### Drive-strength map

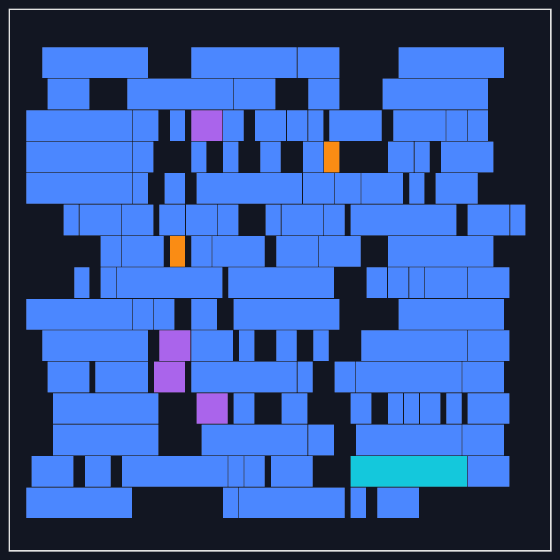
### Routing congestion map

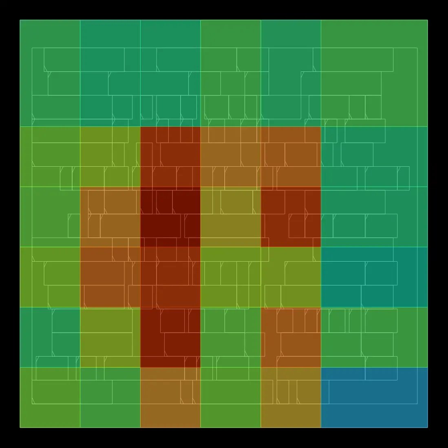
### Logic cells by family

Scale bar: 10 um.
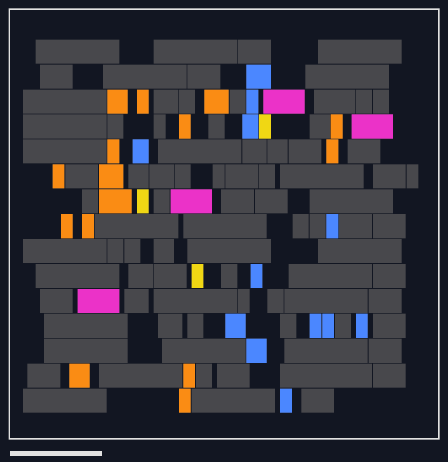
### The metal 3 layer

Cells faint in the background.
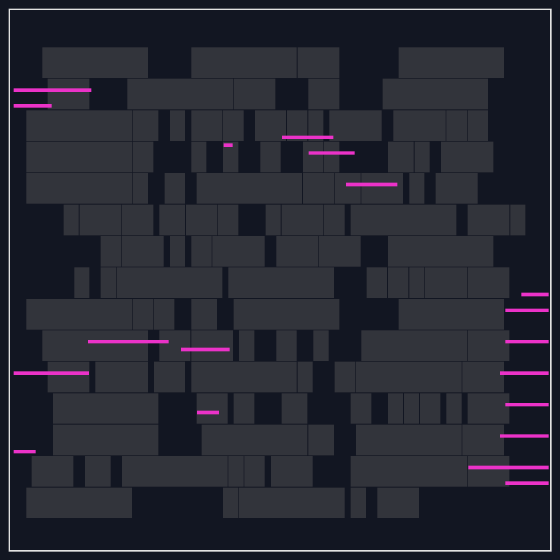
### Clock wires, drivers and flops

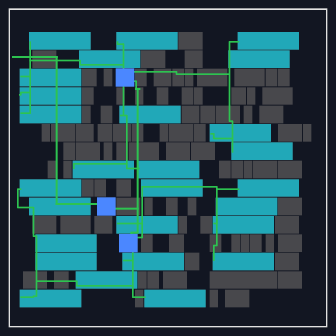
--- src/rtl/multi_pulse_counter_pkg.sv ---
// Shared types, edge-mode constants and counter step helper for the pulse counter.
package pulse_cnt_pkg;

    typedef enum logic [1:0] {
        IDLE = 2'd0,
        CAPT = 2'd1,
        ACK  = 2'd2
    } snap_state_t;

    localparam int unsigned EDGE_RISE = 0;
    localparam int unsigned EDGE_FALL = 1;
    localparam int unsigned EDGE_BOTH = 2;

    // Next count after an edge: wraps to zero or sticks at max_val.
    function automatic logic [31:0] sat_or_wrap_inc(input logic [31:0] cnt,
                                                   input logic [31:0] max_val,
                                                   input logic        sat_en);
        logic [31:0] nxt;
        if (cnt == max_val) begin
            nxt = sat_en ? max_val : 32'd0;
        end else begin
            nxt = cnt + 32'd1;
        end
        return nxt;
    endfunction

endpackage

--- src/rtl/multi_pulse_counter_if.sv ---
// Pulse inputs, clear and snapshot handshake of the multi-channel pulse counter.
interface multi_pulse_counter_if #(
    parameter int unsigned NUM_CH = 2,
    parameter int unsigned CNT_W  = 5
);
    localparam int unsigned SEL_W = (NUM_CH > 1) ? $clog2(NUM_CH) : 1;

    logic [NUM_CH-1:0] PULSE_IN;
    logic              CLR;
    logic [SEL_W-1:0]  CH_SEL;
    logic              SNAP_REQ;
    logic              SNAP_ACK;
    logic [CNT_W-1:0]  OUT_REG;
    logic [NUM_CH-1:0] OVF;
    logic              BUSY;

    modport master (
        output PULSE_IN, CLR, CH_SEL, SNAP_REQ,
        input  SNAP_ACK, OUT_REG, OVF, BUSY
    );

    modport slave (
        input  PULSE_IN, CLR, CH_SEL, SNAP_REQ,
        output SNAP_ACK, OUT_REG, OVF, BUSY
    );
endinterface

--- src/rtl/multi_pulse_counter_sync.sv ---
// Per-channel synchroniser followed by a registered edge detector.
module pulse_sync_edge
    import pulse_cnt_pkg::*;
#(
    parameter int unsigned SYNC_STAGES = 2,
    parameter int unsigned EDGE_MODE   = EDGE_RISE
) (
    input  logic clk_i,
    input  logic rst_n_i,
    input  logic pulse_i,
    output logic edge_o
);

    logic [SYNC_STAGES-1:0] sync_q;
    logic                   edge_q;
    logic                   edge_d;
    logic                   newer;
    logic                   older;

    // Edge qualification on the two most recent synchronised samples.
    always_comb begin
        newer = sync_q[SYNC_STAGES-2];
        older = sync_q[SYNC_STAGES-1];
        if (EDGE_MODE == EDGE_FALL) begin
            edge_d = ~newer & older;
        end else if (EDGE_MODE == EDGE_BOTH) begin
            edge_d = newer ^ older;
        end else begin
            edge_d = newer & ~older;
        end
    end

    // Shift the asynchronous input through the synchroniser and register the edge.
    always_ff @(posedge clk_i or negedge rst_n_i) begin
        if (!rst_n_i) begin
            sync_q <= '0;
            edge_q <= 1'b0;
        end else begin
            sync_q <= {sync_q[SYNC_STAGES-2:0], pulse_i};
            edge_q <= edge_d;
        end
    end

    assign edge_o = edge_q;

endmodule

--- src/rtl/multi_pulse_counter.sv ---
// Multi-channel edge counter with sticky overflow and four-phase snapshot readout.
module multi_pulse_counter
    import pulse_cnt_pkg::*;
#(
    parameter int unsigned NUM_CH      = 2,
    parameter int unsigned CNT_W       = 5,
    parameter int unsigned SYNC_STAGES = 2,
    parameter int unsigned EDGE_MODE   = EDGE_RISE,
    parameter int unsigned SAT_EN      = 0
) (
    input  logic                  SYS_CLK,
    input  logic                  A_RESET_N,
    multi_pulse_counter_if.slave  bus
);

    localparam int unsigned SEL_W   = (NUM_CH > 1) ? $clog2(NUM_CH) : 1;
    localparam logic [31:0] CNT_MAX = 32'((64'd1 << CNT_W) - 64'd1);

    logic [NUM_CH-1:0] pulse_edge;
    logic [CNT_W-1:0]  cnt_q [NUM_CH];
    logic [CNT_W-1:0]  cnt_d [NUM_CH];
    logic [NUM_CH-1:0] ovf_q;
    logic [NUM_CH-1:0] ovf_d;

    snap_state_t       state_q;
    snap_state_t       state_d;
    logic [CNT_W-1:0]  out_q;
    logic [CNT_W-1:0]  out_d;
    logic              ack_q;
    logic              ack_d;
    logic              busy_q;
    logic              busy_d;

    for (genvar g = 0; g < int'(NUM_CH); g++) begin : g_ch
        pulse_sync_edge #(
            .SYNC_STAGES (SYNC_STAGES),
            .EDGE_MODE   (EDGE_MODE)
        ) u_sync (
            .clk_i   (SYS_CLK),
            .rst_n_i (A_RESET_N),
            .pulse_i (bus.PULSE_IN[g]),
            .edge_o  (pulse_edge[g])
        );
    end

    // Counter and overflow update: clear wins over edge, edge over hold.
    always_comb begin
        ovf_d = ovf_q;
        for (int unsigned i = 0; i < NUM_CH; i++) begin
            cnt_d[i] = cnt_q[i];
            if (bus.CLR) begin
                cnt_d[i] = '0;
                ovf_d[i] = 1'b0;
            end else if (pulse_edge[i]) begin
                cnt_d[i] = CNT_W'(sat_or_wrap_inc(32'(cnt_q[i]), CNT_MAX, SAT_EN != 0));
                if (32'(cnt_q[i]) == CNT_MAX) begin
                    ovf_d[i] = 1'b1;
                end
            end
        end
    end

    // Counter and overflow registers.
    always_ff @(posedge SYS_CLK or negedge A_RESET_N) begin
        if (!A_RESET_N) begin
            for (int unsigned i = 0; i < NUM_CH; i++) begin
                cnt_q[i] <= '0;
            end
            ovf_q <= '0;
        end else begin
            for (int unsigned i = 0; i < NUM_CH; i++) begin
                cnt_q[i] <= cnt_d[i];
            end
            ovf_q <= ovf_d;
        end
    end

    // Snapshot FSM next state; capture reads the registered (pre-update) count.
    always_comb begin
        state_d = state_q;
        out_d   = out_q;
        case (state_q)
            IDLE: begin
                if (bus.SNAP_REQ) begin
                    state_d = CAPT;
                end
            end
            CAPT: begin
                out_d = '0;
                for (int unsigned i = 0; i < NUM_CH; i++) begin
                    if (bus.CH_SEL == SEL_W'(i)) begin
                        out_d = cnt_q[i];
                    end
                end
                state_d = ACK;
            end
            ACK: begin
                if (!bus.SNAP_REQ) begin
                    state_d = IDLE;
                end
            end
            default: state_d = IDLE;
        endcase
        ack_d  = (state_d == ACK);
        busy_d = (state_d != IDLE);
    end

    // Snapshot FSM state and registered handshake outputs.
    always_ff @(posedge SYS_CLK or negedge A_RESET_N) begin
        if (!A_RESET_N) begin
            state_q <= IDLE;
            out_q   <= '0;
            ack_q   <= 1'b0;
            busy_q  <= 1'b0;
        end else begin
            state_q <= state_d;
            out_q   <= out_d;
            ack_q   <= ack_d;
            busy_q  <= busy_d;
        end
    end

    assign bus.SNAP_ACK = ack_q;
    assign bus.OUT_REG  = out_q;
    assign bus.OVF      = ovf_q;
    assign bus.BUSY     = busy_q;

endmodule
--- src/flat_wrapper.sv ---
// flat-port wrapper written by rule: the top's interface ports become plain ports
module multi_pulse_counter_flat import pulse_cnt_pkg::*;
#(
    parameter int unsigned NUM_CH      = 2,
    parameter int unsigned CNT_W       = 5,
    parameter int unsigned SYNC_STAGES = 2,
    parameter int unsigned EDGE_MODE   = EDGE_RISE,
    parameter int unsigned SAT_EN      = 0
)
  (SYS_CLK, A_RESET_N, bus_PULSE_IN, bus_CLR, bus_CH_SEL, bus_SNAP_REQ, bus_SNAP_ACK, bus_OUT_REG, bus_OVF, bus_BUSY);
  multi_pulse_counter_if #(.NUM_CH(NUM_CH), .CNT_W(CNT_W)) bus_i ();
  input  logic SYS_CLK;
  input  logic A_RESET_N;
  input wire logic [$bits(bus_i.PULSE_IN)-1:0] bus_PULSE_IN;
  input wire logic [$bits(bus_i.CLR)-1:0] bus_CLR;
  input wire logic [$bits(bus_i.CH_SEL)-1:0] bus_CH_SEL;
  input wire logic [$bits(bus_i.SNAP_REQ)-1:0] bus_SNAP_REQ;
  output wire logic [$bits(bus_i.SNAP_ACK)-1:0] bus_SNAP_ACK;
  output wire logic [$bits(bus_i.OUT_REG)-1:0] bus_OUT_REG;
  output wire logic [$bits(bus_i.OVF)-1:0] bus_OVF;
  output wire logic [$bits(bus_i.BUSY)-1:0] bus_BUSY;
  assign bus_i.PULSE_IN = bus_PULSE_IN;
  assign bus_i.CLR = bus_CLR;
  assign bus_i.CH_SEL = bus_CH_SEL;
  assign bus_i.SNAP_REQ = bus_SNAP_REQ;
  assign bus_SNAP_ACK = bus_i.SNAP_ACK;
  assign bus_OUT_REG = bus_i.OUT_REG;
  assign bus_OVF = bus_i.OVF;
  assign bus_BUSY = bus_i.BUSY;
  multi_pulse_counter #(.NUM_CH(NUM_CH), .CNT_W(CNT_W), .SYNC_STAGES(SYNC_STAGES), .EDGE_MODE(EDGE_MODE), .SAT_EN(SAT_EN)) u_core (.SYS_CLK(SYS_CLK), .A_RESET_N(A_RESET_N), .bus(bus_i));
endmodule
--- config.mk ---
export PLATFORM = sky130hd
export DESIGN_NAME = multi_pulse_counter_flat
export DESIGN_NICKNAME = d
export VERILOG_FILES = /design/src/rtl/multi_pulse_counter_pkg.sv /design/src/rtl/multi_pulse_counter_if.sv /design/src/rtl/multi_pulse_counter_sync.sv /design/src/rtl/multi_pulse_counter.sv /design/src/flat_wrapper.sv
export SDC_FILE = /design/constraint.sdc
export NUM_CORES = 1
export LEC_CHECK = 0
export CAP_MARGIN = 20
export CORE_UTILIZATION = 56
export CTS_CLUSTER_SIZE = 14
export DETAILED_ROUTE_END_ITERATION = 10
export GPL_TIMING_DRIVEN = 0
export PLACE_DENSITY_LB_ADDON = 0.08
export SYNTH_ARGS = -nofsm -noshare
export SYNTH_HDL_FRONTEND = slang
export SYNTH_SLANG_ARGS = --single-unit
--- constraint.sdc ---
create_clock -name SYS_CLK -period 4.3 [get_ports SYS_CLK]
set_input_delay 0.86 -clock SYS_CLK [delete_from_list [all_inputs] [get_ports SYS_CLK]]
set_output_delay 0.86 -clock SYS_CLK [all_outputs]
set_load 0.02 [all_outputs]
==> out/README.md <==
| Stage | Result | Reported |
|---|---|---|
| outcome | Status | finished clean |
| layout | Flip-flops | 27 |
| layout | Max reg flops | 10 |
| hold path | Worst min path class | flop to flop |
| global routing | Global-route wire length before repair | 3.09 mm |
| global routing | Fraction of met2 tracks used by global routing | 33.6% |
| logic synthesis | Main logic family after synthesis | simple AND/OR/NAND/NOR gates |
| logic synthesis | Post-synthesis xor/xnor area fraction | 0% |
| place | Number of buffer cells added on primary ports | 14 |
| critical path | Critical path fanouts, max | 2 |
| hold path | Startpoint of the tightest hold check path | u_core.g_ch[0].u_sync.sync_q[0] |
| logic synthesis | FF+latch count, synth | 27 |
| global routing | Met3 Resource Use GR | 1.18% |
| clocking | Post-CTS Hold Buffers | 0 |
| global routing | Antenna violations before repair | 0 |
| layout | Number of inserted diodes | 0 |
| layout | Most flop-heavy register | u_core.cnt_q |
| floorplanning | Fraction of the core area occupied by cells at floorplan | 62.2% |
| logic synthesis | Most common flop cell mapped by yosys | dfrtp_1 |
| critical path | Worst-case reg-to-reg path depth | 5 |
| layout | Comb/total area | 30.8% |
| floorplanning | Total number of tap cells | 25 |
| global routing | Via count of the first global-routing pass | 711 |
| flow run | Tool warning count | 26 |
| power | Worst IR drop on VDD | 0.000332 V |
| logic synthesis | Gate count after technology mapping | 100 |
| logic synthesis | Simple-gate portion of the synthesized area | 15.3% |
| clocking | Number of setup buffers added after CTS | 0 |
| place | Detail Placement HPWL | 1.48 mm |
| timing | Final count of pins violating max slew | 0 |
| layout | Fraction of area in registers | 50.2% |
| logic synthesis | Most area-hungry cell type in the Yosys netlist | dfrtp_1 |
| critical path | Crit path launch type | flop |
| layout | Layout clock buffer count | 4 |
| layout | Fraction of layout instances using a drive strength above 1 | 5.88% |
| power | Internal power of the cells | 0.364 mW |
| logic synthesis | Largest cells by area after synthesis | dfrtp_1, mux2i_1, ha_1 |
| logic synthesis | Chip area from the yosys synthesis statistics | 1120 sq um |
| flow run | Max cap viols | 0 |
| critical path | Cell breakdown of the critical path | clkdlybuf4s50_1 |
| layout | Fraction of the core area covered by cells at the end of the flow | 74.7% |
| layout | Non-clock buffering overhead | 13.9% |
| routing | Violation count after the first detailed-routing iteration | 9 |
| logic synthesis | Top cells by instance count after synthesis | dfrtp_1, nor2_1, a21oi_1 |
| routing | Met3 Wirelength | 71 um |
| logic synthesis | Number of distinct library cells after synthesis | 22 |
| power | Combinational Power Share | 21.0% |
| place | Total placed cells including tap cells | 140 |
| hold path | Worst Hold Path Cells | 0 |
| clocking | Quantity of gates resized following cts | 0 |
Notes on 'Drive-strength map' above:
size	colour	cells	share	most used
x2	orange	2	1.7%	inv_2
x3 and x4	purple	4	3.4%	clkbuf_4
x6 and larger	cyan	1	0.84%	buf_16
x1 and smaller	blue	112	94%	dfrtp_1
number of non-clock buffers in the layout: 19
setup slack after layout: 2.14 ns
final cell area excluding filler cells: 1350 sq um
Area Growth Syn to Fin: 20.1%

Notes on 'Routing congestion map' above:
fraction of met1 tracks used by global routing: 28.4%
peak-usage layer in the global routing report: met2

Notes on 'Logic cells by family' above:
family	colour	cells
fa/ha/maj cells	magenta	4
nor cells	orange	15
inv cells	yellow	3
nand cells	blue	12

Notes on 'The metal 3 layer' above:
longest straight run	6.70 um
share of all routed wire	3.7%
nets with wire on the layer	16
main direction	horizontal
wire length on this layer	72.0 um
via count: 795
Total Routed Length: 1.95 mm

Notes on 'Clock wires, drivers and flops' above:
[flip-flops] cyan | count: 27
[clock-net drivers] blue | count: 3
[clock wires] green | length: 254 um
flops lie	all over the die
routed clock nets	4
clock group power: 0.105 mW
Clock Skews: 0.00765 ns

Power and IR drop assume default switching activity.
